==> config.mk <==
export PLATFORM = sky130hd
export DESIGN_NAME = reg_release_unit
export DESIGN_NICKNAME = d
export VERILOG_FILES = /design/src/rtl/reg_pkg.sv /design/src/rtl/release_fifo.sv /design/src/rtl/reg_release_unit.sv
export SDC_FILE = /design/constraint.sdc
export NUM_CORES = 1
export LEC_CHECK = 0
export CELL_PAD_IN_SITES_DETAIL_PLACEMENT = 2
export CELL_PAD_IN_SITES_GLOBAL_PLACEMENT = 2
export CORE_MARGIN = 4
export CORE_UTILIZATION = 45
export CTS_BUF_LIST = sky130_fd_sc_hd__clkbuf_8
export CTS_CLUSTER_DIAMETER = 60
export CTS_CLUSTER_SIZE = 20
export DETAILED_ROUTE_END_ITERATION = 16
export PLACE_DENSITY_LB_ADDON = 0.1
export RECOVER_POWER = 25
export SLEW_MARGIN = 40
export SYNTH_ARGS = -nofsm -noshare
export SYNTH_HDL_FRONTEND = slang
export SYNTH_SLANG_ARGS = --single-unit
==> constraint.sdc <==
create_clock -name CLK -period 7.6 [get_ports CLK]
set_input_delay 2.28 -clock CLK [delete_from_list [all_inputs] [get_ports CLK]]
set_output_delay 2.28 -clock CLK [all_outputs]
set_load 0.02 [all_outputs]
met1.png
Scale bar: 50 um. Supply wires on this layer in grey.
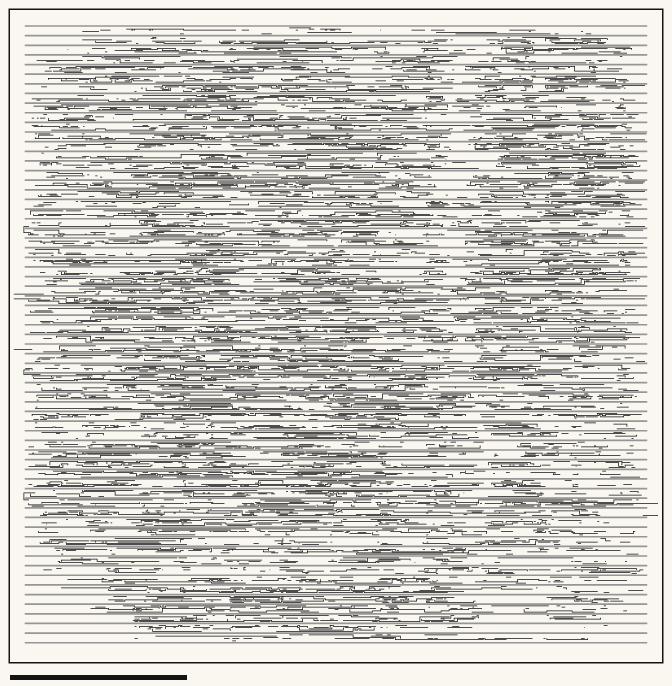
The layer carries 22.7 mm of wire. The layer holds 42% of the routed length.
WL final: 53900 um
Via Count: 12000
grt met1 use: 40.8%

met2.png
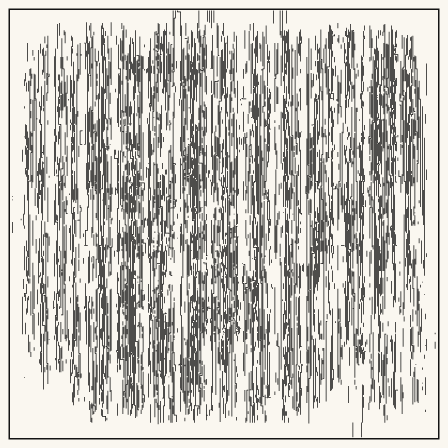
The longest straight run is 81.3 um. The layer carries 25.6 mm of wire. The layer holds 47% of the routed length. The wires run mostly vertical. 1338 nets have wire on it.
grt met2 use: 52.2%

==> results.yml <==
# yosys + openroad results
critical_path:
  r2r_setup_slack_ns: 4.53
  cp-end-kind: "output port"
  cp_top_family: "buffers and inverters"
  critPathLaunchType: "input port"
  crit_buf_inv: 3
  worstSetupPathType: "in -> out"
  crit_path_frequent_cell: "mux4_2"
  cpMaxStageDelayCell: "buf_2"
  required_ns: 5.32
  cp_cell_sequence: "buf_2, buf_4, mux4_2, mux4_2, mux2_2, clkdlybuf4s50_1"
  cpPeakStageDelay_ns: 0.56
  critPathArrivalTime_ns: 4.87
  cp_max_fo: 27
  cp.depth: 6
  reg2reg_depth: 12
drt:
  drt_iter0_drc: 1093
  wl_met1_um: 22700
  dr.pass1.iters: 6
  drt.antenna.violating_nets: 0
  dr.max_layer_used: "met5"
  vias_per_cell: 6.64
  dr_wl_met3_um: 3070
  wl_met2_um: 25600
  drc: 0
  routedWlPerCell_um: 29.7
cells_and_area:
  nClkBuffers: 28
  areaGrowthSynthToFinish_pct: 9.65
  num_antenna_cells: 0
  clock_cell_area_share_pct: 4.32
  final_cell_mix: "dfxtp_1, mux2i_1, nor2_1"
  seq_cell_count: 256
  largest_class: "combinational gates"
  seq_share_pct: 33.5
  inv_count: 13
  comb_cells: 1012
  final_area_um2: 15300
  fillers: 3185
  bufAreaShareNonClock_pct: 4.96
  largest_reg_flops: 192
  regArea_um2: 5130
  drive_gt1_share_pct: 15.2
  layout_top_cell: "dfxtp_1"
  nets: 1433
  nNonClkBuffers: 87
  comb_share_pct: 53.6
  logic_area_um2: 8200
grt:
  grt_first_pass_wirelength_um: 81800
  antenna_found_initial: 1
  busiest_layer: "met2"
  grt_max_degree: 95
  use_met3_pct: 5.09
  grt_use_total_pct: 31.3
  grt_pass1_vias: 12600
  grt-ovfl-total: 0
placement:
  dp_hpwl_um: 38200
  place.gp.congestion: 0.945
  io_buffers: 45
  pre_cts_slack_ns: 0.479
  placed_cell_area_um2: 14700
logic_synthesis:
  synthFlopType: "dfxtp_1"
  synthArstFlopShare_pct: 0
  top_cell: "dfxtp_1"
  fp_nets: 1457
  synth_chip_area_um2: 13900
  syn_area_per_cell_um2: 9.81
  mux_share_pct: 24.1
  synthAoiAreaFrac_pct: 17.9
  synthSimpleGateAreaFrac_pct: 14.9
  top_cells_by_count: "dfxtp_1, mux2i_1, nor2_1, nand2_1, clkbuf_1"
  topCellsByArea: "dfxtp_1, mux4_2, mux2i_1, a211o_1, nor2_1"
  synth_area_um2: 13900
  yosysTopAreaCell: "dfxtp_1"
  topCombFamilyByArea: "multiplexers"
  synth_top_area_share_pct: 36.7
  synthCells: 1421
  ys_cells: 1421
  enable_flop_cells: 0
  synth_flops: 256
  yosysWarnings: 0
  ys_sh_xor_pct: 0.440
  ys_sh_adder_pct: 0.861
  synth_cell_types: 63
  ys_seq_share_pct: 36.7
run:
  openroad.warnings: 27
  cap_violations: 2
power:
  internal-power_mw: 2.63
  comb_power_share_pct: 31.2
  power.leakage_nw: 5.43
  p_sw_mw: 1.43
  vdd_ir_drop_max_v: 0.000142
  power_density_nw_per_um2: 266
  power_frac_clock_pct: 27.4
  p_sw_share_pct: 35.3
  p_seq_share_pct: 41.3
outcome:
  failed_checks: "capacitance limit, slew limit"
  status: "complete, but fails checks"
final_timing:
  rsz0062_at_grt: "no"
  finalClockPeriodUsage_pct: 94.1
  max_freq_mhz: 140
  worst_pin_slew_ns: 3.81
  setup_slack_ns: 0.451
  hold_viol_final: 0
  final.setup.tns_ns: 0
  finClkSkew_ns: 0.0177
  whs_ns: 0.494
  max_slew_margin_pct: -154
  min_period_ns: 7.15
  setup_violations: 0
  slew_violations: 181
clocking:
  hold_buffers: 0
  cts.repair.resized: 0
  cts_setup_buffers: 0
  root_buffer: "clkbuf_8"
  htreeDepth: 1
  clk_pin_slew_worst_paths_ns: 0.09
  cts_tree: "yes"
  clockBufferDepth: 3
  clock_latency_ns: 0.62
  cts_buffers: 27
  cts_sinks: 256
floorplan:
  core_area_um2: 30600
  die_area_um2: 33900
  initial_core_util_pct: 45.6
  fp.dieW_um: 184
  io_pins: 47
  fp.dieH_um: 184
  tap_cells: 396
  rows: 64
min_path:
  hp-class: "reg -> reg"
  holdPathStages: 1
## power groups by stage
| stage | Sequential (mW) | Clock [mW] | Combinational [mW] |
|---|---|---|---|
| after floorplan | 1.62 | 0 | 0.937 |
| after global placement | 1.69 | 0 | 1.19 |
| final | 1.68 | 1.11 | 1.27 |
| after detailed placement | 1.70 | 0 | 1.27 |
| after CTS | 1.68 | 1.13 | 1.28 |
| after global routing | 1.70 | 1.19 | 1.36 |
## stage by stage
| stage | total power, mW | instances | utilization, % |
|---|---|---|---|
| finish | 4.06 | 1814 | 50.0 |
| global route | 4.25 | 1814 | 50.0 |
| CTS | 4.08 | 1814 | 50.1 |
| detailed placement | 2.97 | 1764 | 47.9 |
| global placement | 2.88 | 1763 | 47.7 |
| floorplan | 2.56 | 1421 | - |
No activity file was given, so power comes from the tool's default toggle rates.
